<file path="src/rtl/arith_pkg.sv">
// arith_pkg: op encodings, FSM state encodings and parameter legality check for arith_unit_seq
package arith_pkg;
    localparam logic [1:0] OP_ADD     = 2'b00;
    localparam logic [1:0] OP_SUB     = 2'b01;
    localparam logic [1:0] OP_ACC_ADD = 2'b10;
    localparam logic [1:0] OP_ACC_SUB = 2'b11;
    localparam logic [1:0] ST_IDLE = 2'd0;
    localparam logic [1:0] ST_RUN  = 2'd1;
    localparam logic [1:0] ST_DONE = 2'd2;
    function automatic bit params_ok(input int width, input int digit);
        return width >= 2 && digit >= 1 && digit <= width && width % digit == 0;
    endfunction
endpackage

</file>
<file path="src/rtl/digit_adder.sv">
// digit_adder: DIGIT-bit ripple adder; a, b, cin in; sum, cout out
module digit_adder #(
    parameter int DIGIT = 4
) (
    input  logic [DIGIT-1:0] a,
    input  logic [DIGIT-1:0] b,
    input  logic             cin,
    output logic [DIGIT-1:0] sum,
    output logic             cout
);
    assign {cout, sum} = {1'b0, a} + {1'b0, b} + {{DIGIT{1'b0}}, cin};
endmodule

</file>
<file path="src/rtl/arith_unit_seq.sv">
// arith_unit_seq: digit-serial add/sub/accumulate unit with start/done handshake
// clk/rst (async, active-high); start_in, op_in, a_in, b_in, acc_clr_in in;
// busy_out, done_out, y_out (carry in bit WIDTH), ovf_out, zero_out, acc_out out (all registered)
module arith_unit_seq
    import arith_pkg::*;
#(
    parameter int WIDTH = 16,
    parameter int DIGIT = 4
) (
    input  logic             clk,
    input  logic             rst,
    input  logic             start_in,
    input  logic [1:0]       op_in,
    input  logic [WIDTH-1:0] a_in,
    input  logic [WIDTH-1:0] b_in,
    input  logic             acc_clr_in,
    output logic             busy_out,
    output logic             done_out,
    output logic [WIDTH:0]   y_out,
    output logic             ovf_out,
    output logic             zero_out,
    output logic [WIDTH-1:0] acc_out
);
    localparam bit PARAMS_OK = params_ok(WIDTH, DIGIT);
    localparam int N  = WIDTH / DIGIT;
    localparam int CW = N > 1 ? $clog2(N) : 1;
    if (!PARAMS_OK) begin : g_bad_params
        $error("arith_unit_seq: WIDTH must be >= 2 and a multiple of DIGIT");
    end
    logic [1:0]       state;
    logic [CW-1:0]    cnt;
    logic [WIDTH-1:0] a_r, b_r, sum_r, sum_nxt, a_sel, b_sel;
    logic             carry, a_msb, b_msb, acc_op;
    logic             op_sub, op_acc, last;
    logic [DIGIT-1:0] dsum;
    logic             dcout;
    digit_adder #(.DIGIT(DIGIT)) u_add (
        .a(a_r[DIGIT-1:0]),
        .b(b_r[DIGIT-1:0]),
        .cin(carry),
        .sum(dsum),
        .cout(dcout)
    );
    always_comb begin
        op_sub  = op_in == OP_SUB || op_in == OP_ACC_SUB;
        op_acc  = op_in == OP_ACC_ADD || op_in == OP_ACC_SUB;
        // clear wins over the accumulator as the A operand on the same cycle
        a_sel   = op_acc ? (acc_clr_in ? '0 : acc_out) : a_in;
        b_sel   = op_sub ? ~b_in : b_in;
        last    = cnt == CW'(N - 1);
        // sum digits enter at the top and shift down, landing in place after N steps
        sum_nxt = (sum_r >> DIGIT) | (WIDTH'(dsum) << (WIDTH - DIGIT));
    end
    always_ff @(posedge clk or posedge rst) begin
        if (rst) begin
            state    <= ST_IDLE;
            cnt      <= '0;
            a_r      <= '0;
            b_r      <= '0;
            sum_r    <= '0;
            carry    <= 1'b0;
            a_msb    <= 1'b0;
            b_msb    <= 1'b0;
            acc_op   <= 1'b0;
            busy_out <= 1'b0;
            done_out <= 1'b0;
            y_out    <= '0;
            ovf_out  <= 1'b0;
            zero_out <= 1'b0;
            acc_out  <= '0;
        end else begin
            done_out <= 1'b0;
            if (state == ST_IDLE) begin
                if (acc_clr_in) acc_out <= '0;
                if (start_in) begin
                    a_r      <= a_sel;
                    b_r      <= b_sel;
                    a_msb    <= a_sel[WIDTH-1];
                    b_msb    <= b_sel[WIDTH-1];
                    carry    <= op_sub;
                    cnt      <= '0;
                    acc_op   <= op_acc;
                    busy_out <= 1'b1;
                    state    <= ST_RUN;
                end
            end else if (state == ST_RUN) begin
                a_r   <= a_r >> DIGIT;
                b_r   <= b_r >> DIGIT;
                carry <= dcout;
                sum_r <= sum_nxt;
                cnt   <= cnt + CW'(1);
                if (last) begin
                    y_out    <= {dcout, sum_nxt};
                    ovf_out  <= (a_msb == b_msb) && (dsum[DIGIT-1] != a_msb);
                    zero_out <= sum_nxt == '0;
                    done_out <= 1'b1;
                    if (acc_op) acc_out <= sum_nxt;
                    state    <= ST_DONE;
                end
            end else begin
                busy_out <= 1'b0;
                state    <= ST_IDLE;
            end
        end
    end
endmodule

</file>
<file path="config.mk">
export PLATFORM = sky130hd
export DESIGN_NAME = arith_unit_seq
export DESIGN_NICKNAME = d
export VERILOG_FILES = /design/src/rtl/arith_pkg.sv /design/src/rtl/digit_adder.sv /design/src/rtl/arith_unit_seq.sv
export SDC_FILE = /design/constraint.sdc
export NUM_CORES = 1
export LEC_CHECK = 0
export CAP_MARGIN = 20
export CORE_UTILIZATION = 30
export DETAILED_ROUTE_END_ITERATION = 10
export PLACE_DENSITY_LB_ADDON = 0.12
export SETUP_SLACK_MARGIN = 0.3
export SKIP_CTS_REPAIR_TIMING = 1
export SLEW_MARGIN = 10
export SYNTH_ARGS = -nofsm -noshare
export SYNTH_HDL_FRONTEND = slang
export SYNTH_SLANG_ARGS = --single-unit
</file>
<file path="constraint.sdc">
create_clock -name clk -period 2.94 [get_ports clk]
set_input_delay 0.588 -clock clk [delete_from_list [all_inputs] [get_ports clk]]
set_output_delay 0.588 -clock clk [all_outputs]
set_load 0.03 [all_outputs]
</file>
run_1/layer_met1.png
Supply wires on this layer in gray.
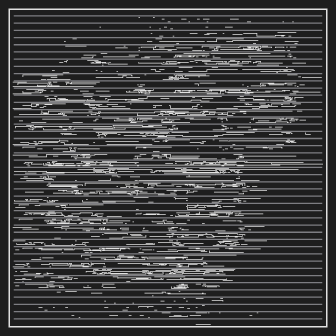
The layer holds 46% of the routed length. The wires run mostly horizontal. The longest straight run is 54.7 um. The layer carries 5060 um of wire. 508 nets have wire on it.

run_1/layer_met2.png
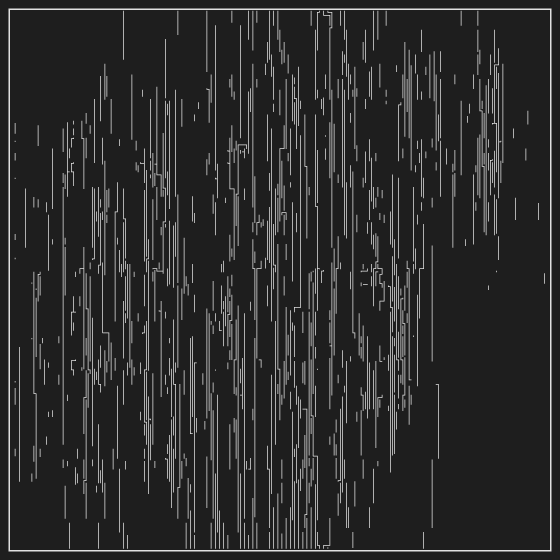
434 nets have wire on it. The layer holds 50% of the routed length. The wires run mostly vertical. The longest straight run is 56.8 um.

==> Changelog: implementation, run 1 <==
## Flow update

- Yosys cell count: 448
- Latency at later pin: 340 ps
- CP Launch Type: flop
- Commonest non-fill, non-tap cells in the layout: nand2_1 (131), dfrtp_1 (89), clkdlybuf4s50_1 (74)
- CP max-delay cell: fa_1
- Die X: 119 um
- F_max: 467 MHz
- Synth Area per Inst: 9.20 um^2
- Async SR Flop Fraction: 100%
- H-tree depth: 3
- Wirelength per Cell: 15.6 um
- Mux contribution to synthesized area: 1.00%
- GPL Wtd Cong: 0.751
- Relative max-transition margin: 40.8%
- CTS Buf Count: 9
- First-pass GRT wire length: 17900 um
- Critical path cell sequence: fa_1 > fa_1 > nor4_1 > nand4_1 > nor2_1 > a22o_1
- WHS: 479 ps
- Drt initial violations: 167
- Min Tclk post-route: 2140 ps
- Share of layout cells above drive strength 1: 6.51%
- Most common logic cell in the routed design: nand2_1
- Die area: 14200 um^2
- Total GRT Usage: 16.5%
- Simple Share, Synth: 22.9%
- Final Hold Fails: 0
- Hpwl dp: 7750 um
- DR vias: 3253
- Pwr Density: 1110 nW/um^2
- Final setup skew: 6.29 ps
- R2R cell count: 6
- Slew Limit Fails: 0
- Cycle use final: 72.9%
- Vias in the first global route: 3407
- Core area: 13300 um^2
- Synth area leader: dfrtp_1
- Hold path depth: 2
- Compound-Gate Fraction of Synth Area: 12.8%
- XOR/XNOR Area Share: 3.61%
- Top cells, area: dfrtp_1 (54%), nand2_1 (12%), a21oi_1 (3.6%)
- Setup TNS: 0 ps
- Flop-to-flop setup slack: 800 ps
- Inserted Diodes: 0
- CTS tree: yes
- Fill cell count: 1349
- Post-route antenna net violation count: 0
- Worst-Margin Slew: 888 ps
- Initial antenna violation count: 0
- Crit Reg-Reg Startpoint: a_r[0]$_DFFE_PP0P_
- Yosys reg bits: 89
- Crit path required time: 3220 ps
- Slowest stage delay, CP: 570 ps
- DRC: 0
- Post-Syn Nets: 492
- Worst Path Arrival: 2420 ps
- Total leakage power: 2.42 nW
- # clock sinks: 89
- Post-synth top cells: nand2_1 (131), dfrtp_1 (89), a21oi_1 (30), nor2_1 (23)
- RSZ-0062 raised after global routing: false
- Most common cell in the netlist: nand2_1
- Hold Crit Start: y_out[1]$_DFFE_PP0P_
- Tot Pwr: 5.96 mW
- Total congestion overflow: 0
- Kind of critical path: flop to flop
- Area reported by Yosys stat: 4120 um^2
- Status: finished, final reports clean
- Worst hold path class: flop to flop
- Synth top area share: 54.1%
- WL final: 10900 um
- Main logic family: simple AND/OR/NAND/NOR gates
- Core Density at Floorplan: 31.0%
- Post-synth cell types: 38
- Final Setup Violations: 0
- Worst setup EP type: flop
- MaxCap Viol Count: 0
- Vias/cell: 4.66
- Adder share: 2.19%
- Most used cell, CP: fa_1
- Clk root buf: clkbuf_16
- Largest net degree at the start of global routing: 42
- Clk buf depth: 2
- Max VDD drop: 0.503 mV
- Layout Nets: 562
- Row count: 42
- Clock transition at path regs: 60 ps
- Port buffer count: 74
- DRT Pass-1 Iters: 4
- WHS Endpoint: y_out[1]$_DFFE_PP0P_
- FF-to-FF End: zero_out$_DFFE_PP0P_
- Synthesized cell area: 4120 um^2
- Worst-path maximum fanout: 4
- Buffer and inverter count on the worst path: 0
- Tool warnings: 26
- Top Ports: 75
- Ys flop type: dfrtp_1
- Post-Synthesis Cells: 448
- Die Span Y: 119 um
- Area Growth Syn to Fin: 30.6%
- Synth Warn #: 0
- Seq/Total Area, Yosys: 54.1%
- Critical path's top delay family: adder cells
- EDFF count, synth: 0
run_1/layer_met3.png
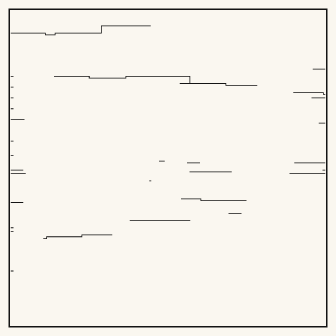
The layer holds 2.9% of the routed length. 25 nets have wire on it. The wires run mostly horizontal. The longest straight run is 24.1 um.

-- run 1: how the worst max path moves through the flow --
stage,depth (start not counted),from,to
4_1_cts,6,a_r[0]$_DFFE_PP0P_,zero_out$_DFFE_PP0P_
2_1_floorplan,6,a_r[0]$_DFFE_PP0P_,zero_out$_DFFE_PP0P_
3_3_place_gp,5,op_in[0],b_msb$_DFFE_PP0P_
3_5_place_dp,4,start_in,cnt[1]$_DFFE_PP0P_
6_report,6,a_r[0]$_DFFE_PP0P_,zero_out$_DFFE_PP0P_
5_1_grt,7,state[1]$_DFFE_PP0P_,acc_out[14]$_DFFE_PP0P_
-- run 1: sequential cells by signal (all words and copies together), names as in the netlist, 2 cells and up --
name / cells
y_out: 17
a_r: 16
acc_out: 16
b_r: 16
sum_r: 12
cnt: 2
state: 2
-- run 1: final cells by class --
type / instances / area, um^2 / share of cell area [%]
clock inverters: 4 / 76.3 / 1.42
repair buffers: 86 / 843 / 15.7
inverters: 4 / 18.8 / 0.349
clock buffers: 11 / 243 / 4.51
multi-input cells: 328 / 1750 / 32.6
well taps: 176 / 220 / 4.09
flip-flops and latches: 89 / 2230 / 41.4
-- run 1: per-stage QoR --
step	worst slack [ps]	util (%)	std cells	instance area [um^2]
after global placement	742	38.1	683	5060
after floorplan	1080	-	448	4120
final	798	40.5	698	5380
after global routing	629	40.5	698	5380
after detailed placement	684	38.1	683	5060
after CTS	772	40.5	698	5380
-- run 1: power breakdown --
group          internal [mW]  switching, mW
Combinational           1.03           1.53
Sequential              1.74          0.419
Clock                  0.766          0.465
-- run 1: metal layers --
layer  wire, um  vias to the layer above  global-route usage, %
met5          0                        -                      0
met4         66                        0                   4.75
met3        317                        4                   4.45
met2       5470                       41                   27.6
met1       5060                     1583                   20.8
li1           -                     1625                      -
run_1/clocks.png
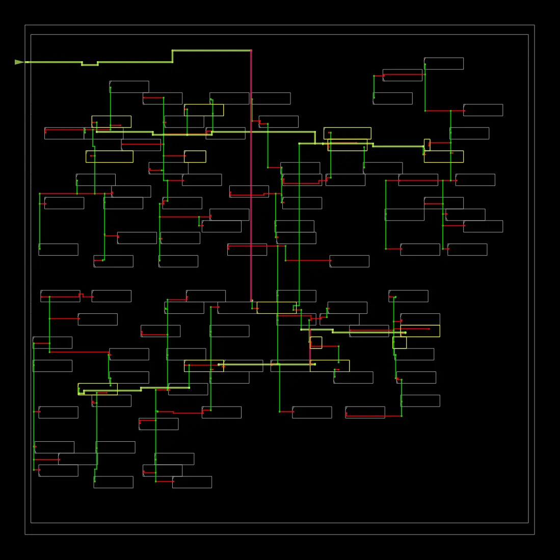

==> run 1 -> run 2 <==
Clock period 2.94 ns to 1.7 ns, I/O delays scaled along.
run_2/clocks.png
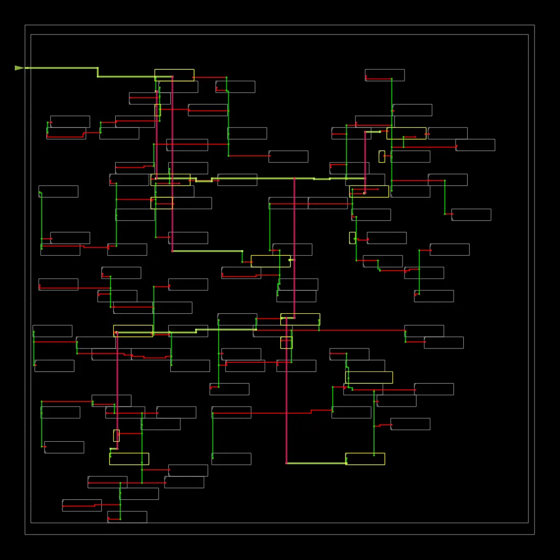
final setup skew: 3.77 ps
Clock Buffer Count: 14
Flop Count: 89
Latency at later pin: 350 ps

==> Changelog: implementation, run 2 <==
## Flow update

- Die area: 14200 um^2 (unchanged)
- Final Hold Fails: 0 (unchanged)
- F_max: 527 MHz (was 467 MHz)
- Fin util: 42.4% (was 40.5%)
- First-pass GRT wire length: 18400 um (was 17900 um)
- Pwr Density: 1910 nW/um^2 (was 1110 nW/um^2)
- Synthesized cell area: 4120 um^2 (unchanged)
- Crit path required time: 1990 ps (was 3220 ps)
- Largest Register: y_out (unchanged)
- Post-Syn Nets: 492 (unchanged)
- XOR/XNOR Area Share: 3.61% (unchanged)
- Synth Warn #: 0 (unchanged)
- Dpl ws: -258 ps (was 684 ps)
- MaxCap Viol Count: 0 (unchanged)
- Cycle use final: 112% (was 72.9%)
- Total congestion overflow: 0 (unchanged)
- Async SR Flop Fraction: 100% (unchanged)
- Tool warnings: 28 (was 26)
- Simple Share, Synth: 22.9% (unchanged)
- Setup TNS: -629 ps (was 0 ps)
- Initial antenna violation count: 0 (unchanged)
- Worst Path Arrival: 2180 ps (was 2420 ps)
- Most common cell in the netlist: nand2_1 (unchanged)
- CP max-delay cell: fa_2 (was fa_1)
- Post-route antenna net violation count: 0 (unchanged)
- Most common logic cell in the routed design: nand2_1 (unchanged)
- Relative max-transition margin: 68.5% (was 40.8%)
- Wirelength per Cell: 15.8 um (was 15.6 um)
- Largest net degree at the start of global routing: 31 (was 42)
- CP Launch Type: flop (unchanged)
- Sequential cell area: 2230 um^2 (about the same)
- Die Span Y: 119 um (unchanged)
- Worst-path maximum fanout: 2 (was 4)
- Mux contribution to synthesized area: 1.00% (unchanged)
- Layout Nets: 577 (was 562)
- Area reported by Yosys stat: 4120 um^2 (unchanged)
- Final Setup Violations: 9 (was 0)
- Post-Synthesis Cells: 448 (unchanged)
- EDFF count, synth: 0 (unchanged)
- GPL Wtd Cong: 0.807 (was 0.751)
- Hpwl dp: 8270 um (was 7750 um)
- Max reg flops: 17 (unchanged)
- CTS tree: yes (unchanged)
- Compound-Gate Fraction of Synth Area: 12.8% (unchanged)
- Core Density at Floorplan: 31.0% (unchanged)
- Top cells, area: dfrtp_1 (54%), nand2_1 (12%), a21oi_1 (3.6%) (unchanged)
- DRC: 0 (unchanged)
- Status: finished with violations (was finished, final reports clean)
- Yosys reg bits: 89 (unchanged)
- Final setup margin: -196 ps (was 798 ps)
- Failing checks: setup timing
- Slowest stage delay, CP: 480 ps (was 570 ps)
- DRT Pass-1 Iters: 4 (unchanged)
- Top Ports: 75 (unchanged)
- Kind of critical path: flop to flop (unchanged)
- Row count: 42 (unchanged)
- Core area: 13300 um^2 (unchanged)
- Adder share: 2.19% (unchanged)
- Main logic family: simple AND/OR/NAND/NOR gates (unchanged)
- Drt initial violations: 138 (was 167)
- Dpl cell area: 5270 um^2 (was 5060 um^2)
- Worst setup EP type: flop (unchanged)
- Synth area leader: dfrtp_1 (unchanged)
- Port buffer count: 74 (unchanged)
- Most used cell, CP: fa_2 (was fa_1)
- Synth Area per Inst: 9.20 um^2 (unchanged)
- Vias in the first global route: 3388 (was 3407)
- Post-synth top cells: nand2_1 (131), dfrtp_1 (89), a21oi_1 (30), nor2_1 (23) (unchanged)
- Yosys cell count: 448 (unchanged)
- Area Growth Syn to Fin: 36.8% (was 30.6%)
- Min Tclk post-route: 1900 ps (was 2140 ps)
- H-tree depth: 3 (unchanged)
- Post-synth cell types: 38 (unchanged)
- DR vias: 3378 (was 3253)
- Inserted Diodes: 0 (unchanged)
- # clock sinks: 89 (unchanged)
- Share of layout cells above drive strength 1: 15.4% (was 6.51%)
- Worst-Margin Slew: 471 ps (was 888 ps)
- Vias/cell: 4.73 (was 4.66)
- Worst hold path class: primary input to async pin (was flop to flop)
- RSZ-0062 raised after global routing: true (was false)
- WL final: 11300 um (was 10900 um)
- Final Instance Area: 5640 um^2 (was 5380 um^2)
- Logic area: 1850 um^2 (was 1750 um^2)
- Ys flop type: dfrtp_1 (unchanged)
- Fill cell count: 1326 (was 1349)
- Total GRT Usage: 17.1% (was 16.5%)
- Synth top area share: 54.1% (unchanged)
- Critical path cell sequence: fa_2 > fa_2 > nor4_2 > nand4_1 > nor2_1 > a22o_1 (was fa_1 > fa_1 > nor4_1 > nand4_1 > nor2_1 > a22o_1)
- Seq/Total Area, Yosys: 54.1% (unchanged)
- Die X: 119 um (unchanged)
run_2/layer_met4.png
Scale bar: 20 um. Supply wires on this layer in gray.
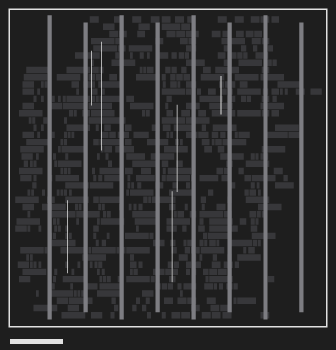
The layer holds 1.5% of the routed length. The wires run mostly vertical. The layer carries 169 um of wire. 2 nets have wire on it. The longest straight run is 40.8 um.

-- run 2: cell counts after synthesis --
No cell type changed its count.
-- run 2: where the power goes --
part | internal, mW | switching (mW)
registers | 3.02 | 0.802
clock network | 1.18 | 0.814
logic | 2.13 | 2.83
-- run 2: worst max-delay path: cells and delay by family (launching register included) --
kind	cells	cell delay (ps)
simple gates	3	410
flops	1	400
fa+ha+maj	2	900
compound gates	1	120
-- run 2: final timing paths --
path                                      start                     end  slack [ps]  cells after the start
min reg2reg                y_out[1]$_DFFE_PP0P_    y_out[1]$_DFFE_PP0P_         470                      2
max                          a_r[0]$_DFFE_PP0P_    zero_out$_DFFE_PP0P_        -200                      6
max reg2reg                  a_r[0]$_DFFE_PP0P_    zero_out$_DFFE_PP0P_        -200                      6
max in group asynchronous                   rst  acc_out[8]$_DFFE_PP0P_         820                      3
min                                         rst     a_r[12]$_DFFE_PP0P_         380                      2
min in group clk           y_out[1]$_DFFE_PP0P_    y_out[1]$_DFFE_PP0P_         470                      2
-- run 2: per-layer routing --
metal,part of all wire (%),up-vias,track usage [%]
met5,0,-,0
met4,1.5,0,5.93
met3,3.2,14,3.74
met2,48,46,26.6
met1,47,1658,23.3
li1,-,1660,-
-- run 2: cell type report --
| cell class | instances | area share (%) |
|---|---|---|
| clock buffers | 14 | 4.51 |
| well taps | 176 | 3.91 |
| multi-input cells | 328 | 32.9 |
| clock inverters | 2 | 0.666 |
| inverters | 4 | 0.333 |
| flip-flops and latches | 89 | 39.6 |
| repair buffers | 101 | 18.1 |
-- run 2: metrics by stage --
step	power (mW)	hold slack, ps	instances
global placement	8.68	462	697
finish	10.8	375	714
detailed placement	8.72	462	697
CTS	10.8	385	713
global route	11.5	409	714
floorplan	6.71	447	448
Power figures rest on the tool's default switching activity, not on a simulated workload.
